## src/rtl/mem_lsu_pkg.sv

```systemverilog
// Shared types and constants for the memory-stage load/store unit.
// Imported by the LSU top, its alignment helper and the bus interface.
package mem_lsu_pkg;

    localparam logic [2:0] F3_LB  = 3'b000;
    localparam logic [2:0] F3_LH  = 3'b001;
    localparam logic [2:0] F3_LW  = 3'b010;
    localparam logic [2:0] F3_LBU = 3'b100;
    localparam logic [2:0] F3_LHU = 3'b101;

    typedef enum logic [1:0] {
        IDLE = 2'd0,
        REQ  = 2'd1,
        WAIT = 2'd2,
        DONE = 2'd3
    } state_e;

endpackage

```

## src/rtl/mem_lsu_if.sv

```systemverilog
// Data-memory bus between the LSU (master) and memory (slave).
// Signal names keep the LSU-side direction suffix.
interface mem_lsu_if;

    logic        mem_req_o;
    logic        mem_we_o;
    logic [31:0] mem_addr_o;
    logic [31:0] mem_wdata_o;
    logic [3:0]  mem_be_o;
    logic        mem_gnt_i;
    logic        mem_rvalid_i;
    logic [31:0] mem_rdata_i;

    modport master (
        output mem_req_o, mem_we_o, mem_addr_o,
        output mem_wdata_o, mem_be_o,
        input  mem_gnt_i, mem_rvalid_i, mem_rdata_i
    );

    modport slave (
        input  mem_req_o, mem_we_o, mem_addr_o,
        input  mem_wdata_o, mem_be_o,
        output mem_gnt_i, mem_rvalid_i, mem_rdata_i
    );

endinterface

```

## src/rtl/lsu_align.sv

```systemverilog
// Byte-lane steering: store enables/replication and load extraction
// with sign or zero extension.
module lsu_align
    import mem_lsu_pkg::*;
(
    input  logic [1:0]  addr_lo_i,
    input  logic [2:0]  funct3_i,
    input  logic [31:0] wdata_i,
    input  logic [31:0] rdata_i,
    output logic [3:0]  be_o,
    output logic [31:0] wdata_o,
    output logic [31:0] rdata_o
);

    logic [7:0]  byte_v;
    logic [15:0] half_v;

    always_comb begin
        be_o    = 4'b1111;
        wdata_o = wdata_i;
        if (funct3_i[1]) begin
            be_o    = 4'b1111;
            wdata_o = wdata_i;
        end else if (funct3_i[0]) begin
            be_o    = 4'b0011 << {addr_lo_i[1], 1'b0};
            wdata_o = {2{wdata_i[15:0]}};
        end else begin
            be_o    = 4'b0001 << addr_lo_i;
            wdata_o = {4{wdata_i[7:0]}};
        end
    end

    always_comb begin
        byte_v = rdata_i[7:0];
        unique case (addr_lo_i)
            2'd0: byte_v = rdata_i[7:0];
            2'd1: byte_v = rdata_i[15:8];
            2'd2: byte_v = rdata_i[23:16];
            2'd3: byte_v = rdata_i[31:24];
        endcase
    end

    assign half_v = addr_lo_i[1] ? rdata_i[31:16] : rdata_i[15:0];

    always_comb begin
        rdata_o = rdata_i;
        case (funct3_i)
            F3_LB:   rdata_o = {{24{byte_v[7]}}, byte_v};
            F3_LH:   rdata_o = {{16{half_v[15]}}, half_v};
            F3_LBU:  rdata_o = {24'h0, byte_v};
            F3_LHU:  rdata_o = {16'h0, half_v};
            default: rdata_o = rdata_i;
        endcase
    end

endmodule

```

## src/rtl/mem_lsu.sv

```systemverilog
// Memory-stage load/store unit: runs one EX/MEM access on the
// req/gnt/rvalid bus and stalls the pipeline until it completes.
module mem_lsu
    import mem_lsu_pkg::*;
#(
    parameter int TIMEOUT_CYC = 255
) (
    input  logic        clk,
    input  logic        rst_n,
    input  logic        MemRead_i,
    input  logic        MemWrite_i,
    input  logic [2:0]  funct3_i,
    input  logic [31:0] addr_i,
    input  logic [31:0] wdata_i,
    input  logic        flush_i,
    mem_lsu_if.master   bus,
    output logic        stall_o,
    output logic [31:0] data_o,
    output logic        misalign_o,
    output logic        bus_err_o
);

    localparam int CW = (TIMEOUT_CYC > 1) ? $clog2(TIMEOUT_CYC) : 1;

    state_e      state_q, state_d;
    logic [31:0] addr_q;
    logic [2:0]  f3_q;
    logic        we_q;
    logic [3:0]  be_q;
    logic [31:0] wdata_q;
    logic [31:0] data_q, data_d;
    logic [CW-1:0] cnt_q, cnt_d;
    logic        kill_q, kill_d;

    logic        acc, is_st, mis, launch;
    logic        wd_hit, done_hit, err, upd;
    logic [1:0]  sel_lo;
    logic [2:0]  sel_f3;
    logic [3:0]  be_st;
    logic [31:0] wd_rep, ld_fmt;

    assign acc    = (MemRead_i | MemWrite_i) & ~flush_i;
    assign is_st  = MemWrite_i & ~MemRead_i;
    assign mis    = funct3_i[1] ? (addr_i[1:0] != 2'b00)
                                : (funct3_i[0] & addr_i[0]);
    assign launch = (state_q == IDLE) & acc & ~mis;

    // Stores are steered from live inputs; loads from the latched request.
    assign sel_lo = (state_q == IDLE) ? addr_i[1:0] : addr_q[1:0];
    assign sel_f3 = (state_q == IDLE) ? funct3_i : f3_q;

    lsu_align u_align (
        .addr_lo_i (sel_lo),
        .funct3_i  (sel_f3),
        .wdata_i   (wdata_i),
        .rdata_i   (bus.mem_rdata_i),
        .be_o      (be_st),
        .wdata_o   (wd_rep),
        .rdata_o   (ld_fmt)
    );

    assign wd_hit = (TIMEOUT_CYC != 0) &&
                    (cnt_q == CW'(TIMEOUT_CYC - 1));

    always_comb begin
        state_d  = state_q;
        cnt_d    = '0;
        kill_d   = kill_q;
        done_hit = 1'b0;
        err      = 1'b0;
        unique case (state_q)
            IDLE: begin
                kill_d = 1'b0;
                if (launch) state_d = REQ;
            end
            REQ: begin
                cnt_d  = cnt_q + CW'(1);
                kill_d = kill_q | (bus.mem_gnt_i & flush_i);
                if (bus.mem_gnt_i && bus.mem_rvalid_i) begin
                    state_d  = DONE;
                    done_hit = 1'b1;
                end else if (flush_i && !bus.mem_gnt_i) begin
                    state_d = IDLE;
                end else if (wd_hit) begin
                    state_d = DONE;
                    err     = 1'b1;
                end else if (bus.mem_gnt_i) begin
                    state_d = WAIT;
                end
            end
            WAIT: begin
                cnt_d  = cnt_q + CW'(1);
                kill_d = kill_q | flush_i;
                if (bus.mem_rvalid_i) begin
                    state_d  = DONE;
                    done_hit = 1'b1;
                end else if (wd_hit) begin
                    state_d = DONE;
                    err     = 1'b1;
                end
            end
            DONE: state_d = IDLE;
        endcase
    end

    // A squashed access still finishes on the bus but never writes data_o.
    assign upd    = (done_hit | err) & ~we_q & ~kill_q & ~flush_i;
    assign data_d = err ? 32'h0 : ld_fmt;

    always_ff @(posedge clk or negedge rst_n) begin
        if (!rst_n) begin
            state_q <= IDLE;
            addr_q  <= '0;
            f3_q    <= '0;
            we_q    <= 1'b0;
            be_q    <= '0;
            wdata_q <= '0;
            data_q  <= '0;
            cnt_q   <= '0;
            kill_q  <= 1'b0;
        end else begin
            state_q <= state_d;
            cnt_q   <= cnt_d;
            kill_q  <= kill_d;
            if (launch) begin
                addr_q  <= addr_i;
                f3_q    <= funct3_i;
                we_q    <= is_st;
                be_q    <= is_st ? be_st : 4'b1111;
                wdata_q <= wd_rep;
            end
            if (upd) data_q <= data_d;
        end
    end

    assign bus.mem_req_o   = (state_q == REQ);
    assign bus.mem_we_o    = we_q;
    assign bus.mem_addr_o  = {addr_q[31:2], 2'b00};
    assign bus.mem_wdata_o = wdata_q;
    assign bus.mem_be_o    = be_q;

    assign stall_o    = launch | (state_q == REQ) | (state_q == WAIT);
    assign data_o     = data_q;
    assign misalign_o = (state_q == IDLE) & acc & mis;
    assign bus_err_o  = err;

endmodule

```

## src/flat_wrapper.sv

```systemverilog
// flat-port wrapper written by rule: the top's interface ports become plain ports
module mem_lsu_flat import mem_lsu_pkg::*;
#(
    parameter int TIMEOUT_CYC = 255
)
  (clk, rst_n, MemRead_i, MemWrite_i, funct3_i, addr_i, wdata_i, flush_i, stall_o, data_o, misalign_o, bus_err_o, bus_mem_req_o, bus_mem_we_o, bus_mem_addr_o, bus_mem_wdata_o, bus_mem_be_o, bus_mem_gnt_i, bus_mem_rvalid_i, bus_mem_rdata_i);
  mem_lsu_if bus_i ();
  input  logic clk;
  input  logic rst_n;
  input  logic MemRead_i;
  input  logic MemWrite_i;
  input  logic [2:0] funct3_i;
  input  logic [31:0] addr_i;
  input  logic [31:0] wdata_i;
  input  logic flush_i;
  output logic stall_o;
  output logic [31:0] data_o;
  output logic misalign_o;
  output logic bus_err_o;
  output wire logic [$bits(bus_i.mem_req_o)-1:0] bus_mem_req_o;
  output wire logic [$bits(bus_i.mem_we_o)-1:0] bus_mem_we_o;
  output wire logic [$bits(bus_i.mem_addr_o)-1:0] bus_mem_addr_o;
  output wire logic [$bits(bus_i.mem_wdata_o)-1:0] bus_mem_wdata_o;
  output wire logic [$bits(bus_i.mem_be_o)-1:0] bus_mem_be_o;
  input wire logic [$bits(bus_i.mem_gnt_i)-1:0] bus_mem_gnt_i;
  input wire logic [$bits(bus_i.mem_rvalid_i)-1:0] bus_mem_rvalid_i;
  input wire logic [$bits(bus_i.mem_rdata_i)-1:0] bus_mem_rdata_i;
  assign bus_mem_req_o = bus_i.mem_req_o;
  assign bus_mem_we_o = bus_i.mem_we_o;
  assign bus_mem_addr_o = bus_i.mem_addr_o;
  assign bus_mem_wdata_o = bus_i.mem_wdata_o;
  assign bus_mem_be_o = bus_i.mem_be_o;
  assign bus_i.mem_gnt_i = bus_mem_gnt_i;
  assign bus_i.mem_rvalid_i = bus_mem_rvalid_i;
  assign bus_i.mem_rdata_i = bus_mem_rdata_i;
  mem_lsu #(.TIMEOUT_CYC(TIMEOUT_CYC)) u_core (.clk(clk), .rst_n(rst_n), .MemRead_i(MemRead_i), .MemWrite_i(MemWrite_i), .funct3_i(funct3_i), .addr_i(addr_i), .wdata_i(wdata_i), .flush_i(flush_i), .bus(bus_i), .stall_o(stall_o), .data_o(data_o), .misalign_o(misalign_o), .bus_err_o(bus_err_o));
endmodule
```

## config.mk

```make
export PLATFORM = sky130hd
export DESIGN_NAME = mem_lsu_flat
export DESIGN_NICKNAME = d
export VERILOG_FILES = /design/src/rtl/mem_lsu_pkg.sv /design/src/rtl/mem_lsu_if.sv /design/src/rtl/lsu_align.sv /design/src/rtl/mem_lsu.sv /design/src/flat_wrapper.sv
export SDC_FILE = /design/constraint.sdc
export NUM_CORES = 1
export LEC_CHECK = 0
export CAP_MARGIN = 20
export CORE_MARGIN = 2
export CORE_UTILIZATION = 50
export CTS_BUF_LIST = sky130_fd_sc_hd__clkbuf_4
export DETAILED_ROUTE_END_ITERATION = 10
export PLACE_DENSITY = 0.89
export SLEW_MARGIN = 20
export SYNTH_ARGS = -nofsm -noshare
export SYNTH_HDL_FRONTEND = slang
export SYNTH_SLANG_ARGS = --single-unit
```

## constraint.sdc

```tcl
create_clock -name clk -period 7.86 [get_ports clk]
set_clock_uncertainty 0.1 [all_clocks]
set_input_delay 0.786 -clock clk [delete_from_list [all_inputs] [get_ports clk]]
set_output_delay 0.786 -clock clk [all_outputs]
set_load 0.02 [all_outputs]
```

==> Slide: Implementation Results <==
Synthesis and Place & Route Summary

Outcome
  • Outcome: completed

Power
  • Pwr Density: 434 mW/mm^2
  • Peak supply drop: 0.277 mV
  • Total power: 3490 uW

Critical path
  • Critical path, cell by cell: inv_1, ha_1, nor2b_1, o21ai_0, a21oi_1, clkdlybuf4s50_1
  • Reg2Reg Depth: 7
  • Worst setup startpoint: u_core.state_q[0]$_DFFE_PN0P_
  • Critical path buffers and inverters: 2
  • Worst reg2reg startpoint: u_core.state_q[0]$_DFFE_PN0P_
  • Max incr delay on CP: 670 ps
  • Arrival @ worst endpoint: 3020 ps
  • Slowest cell on crit path: ha_1
  • Crit-path leading delay family: buffers and inverters
  • R2R Setup Slk: 4450 ps

Job
  • Tool warnings: 32
  • Max-cap violation count: 0

Final timing
  • Post-layout worst setup margin: 3960 ps
  • Tcrit/Tclk final: 49.7%
  • Slew margin rel.: 31.2%
  • Final slew viol count: 0
  • Measured slew at the worst slew-check pin: 1030 ps

Die
  • Io pins: 211
  • Core area: 0.0113 mm^2
  • Die area: 0.0123 mm^2
  • Die Width: 111 um

Place
  • Port bufs: 208
  • Placement Setup Slack: 4320 ps
  • DP Wirelength: 11200 um

Detailed routing
  • DR iter-0 viols: 414
  • Final WL: 15900 um
  • Vias: 4742
  • Via density: 5.64

Logic synthesis
  • Synth warn: 0
  • Leading area contributor after synthesis: dfrtp_1
  • Post-Synthesis Cell Area: 0.00571 mm^2
  • Mapped Avg Cell Area: 11.1 um^2
  • Synth flops: 115
  • Seq/Total Area, Yosys: 50.4%
  • Synth async-reset ratio: 100%

GRT
  • Initial antenna violation count: 0
  • First-pass GRT wire length: 26200 um
  • Vias in the first global route: 4998
  • Gr ovfl total: 0
  • Largest net degree at the start of global routing: 103

Finish
  • Layout Utilization: 71.3%
  • Most instantiated logic cells after routing: clkdlybuf4s50_1 (207), dfrtp_1 (115), mux2_2 (44)
  • Antenna fix cells: 0
  • Layout cells sized above 1: 13.6%

Min path
  • Hold crit path type: in -> async

Clock tree
  • CTS Buf Count: 17
  • Clock Sinks: 115
  • CTS tree: done
  • Max clock buf depth: 2
  • H-tree levels: 4
  • Clk_lat worst skew: 540 ps
==> how the worst min path moves through the flow <==
stage	slack, ps	depth (start not counted)	start	end
after detailed placement	370	1	u_core.bus.mem_be_o[0]$_DFFE_PN0P_	u_core.bus.mem_be_o[0]$_DFFE_PN0P_
after global placement	360	2	u_core.bus.mem_wdata_o[24]$_DFFE_PN0P_	u_core.bus.mem_wdata_o[24]$_DFFE_PN0P_
after floorplan	360	1	u_core.kill_q$_DFFE_PN0P_	u_core.kill_q$_DFFE_PN0P_
final	130	1	rst_n	u_core.data_o[28]$_DFFE_PN0P_
after CTS	130	1	rst_n	u_core.data_o[5]$_DFFE_PN0P_
after global routing	150	1	rst_n	u_core.addr_q[27]$_DFFE_PN0P_
==> cell families (layout without fill, tap and decap cells) <==
family / count (synthesis) / after routing / share of synthesized area (%)
buf+inv: 80 / 263 / 7.60
other cells: 1 / 2 / 0.0657
xor+xnor: 6 / 6 / 0.920
flops: 115 / 115 / 50.4
mux: 68 / 68 / 13.3
fa+ha+maj: 6 / 6 / 1.31
compound gates: 138 / 138 / 18.4
simple gates: 100 / 100 / 8.06
==> where the power goes <==
part | leakage [uW] | switching, uW | internal, uW
logic | 0.00182 | 1010 | 893
registers | 0.00143 | 173 | 866
clock network | 0.000186 | 223 | 318
==> final cells by class <==
cell class              count  area, um^2  area share (%)
multi-input cells         320        2440            30.4
well taps                 143         179            2.23
inverters                  18        67.6           0.840
repair buffers            213        2120            26.3
flip-flops and latches    115        2880            35.8
clock inverters            13         213            2.65
clock buffers              19         143            1.77
==> layer usage <==
metal	GRT usage [%]	vias up	share of wire, %
li1	-	2165	-
met1	34.3	2299	41
met2	42.6	244	49
met3	8.47	34	8.0
met4	11.4	0	2.4
met5	0	-	0
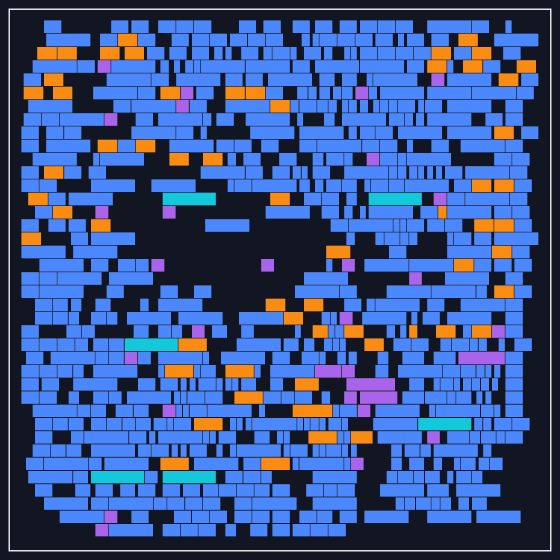
Figure 1: drive-strength map.
[cyan] _6 and larger | cells: 6
[orange] _2 cells | cells: 59
[blue] _0 and _1 cells | cells: 603
[purple] _3 and _4 cells | cells: 30
finished layout cell area: 0.00804 mm^2
Area growth syn-to-layout: 40.8%
Buffers, non-clock: 213

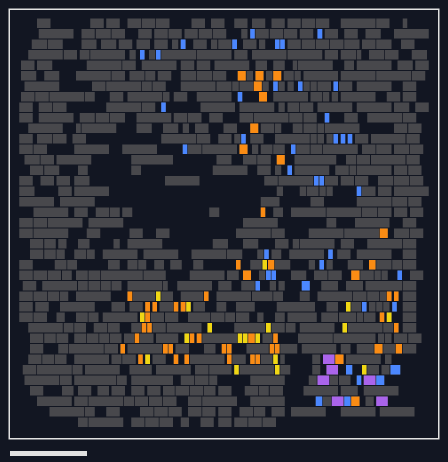
Figure 2: gate-type map.
Bar = 20 um.
[purple] xor and xnor cells | cells: 6 | most used: xnor2_1 | where: south-east
[orange] nor cells | cells: 50 | most used: nor2_1
[blue] nand cells | cells: 40 | most used: nand2_1
[yellow] inv cells | cells: 18 | most used: inv_1
combinational share of cell area: 30.4%
fin cells: 841
most numerous logic cell after layout: clkdlybuf4s50_1

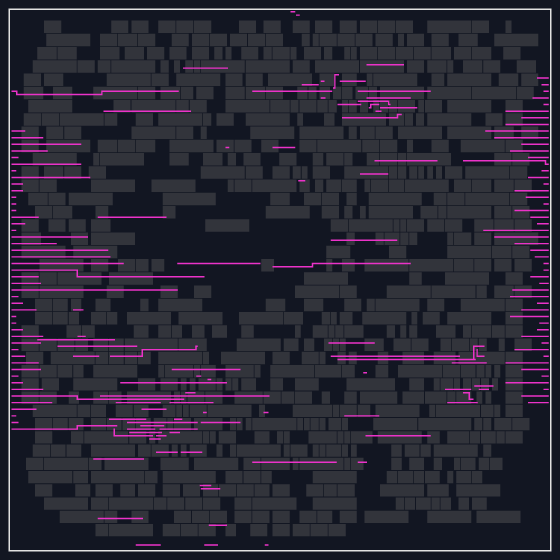
Figure 3: the metal 3 layer.
longest straight run: 34.5 um
share of all routed wire: 8.0%

Power and IR drop assume default switching activity.
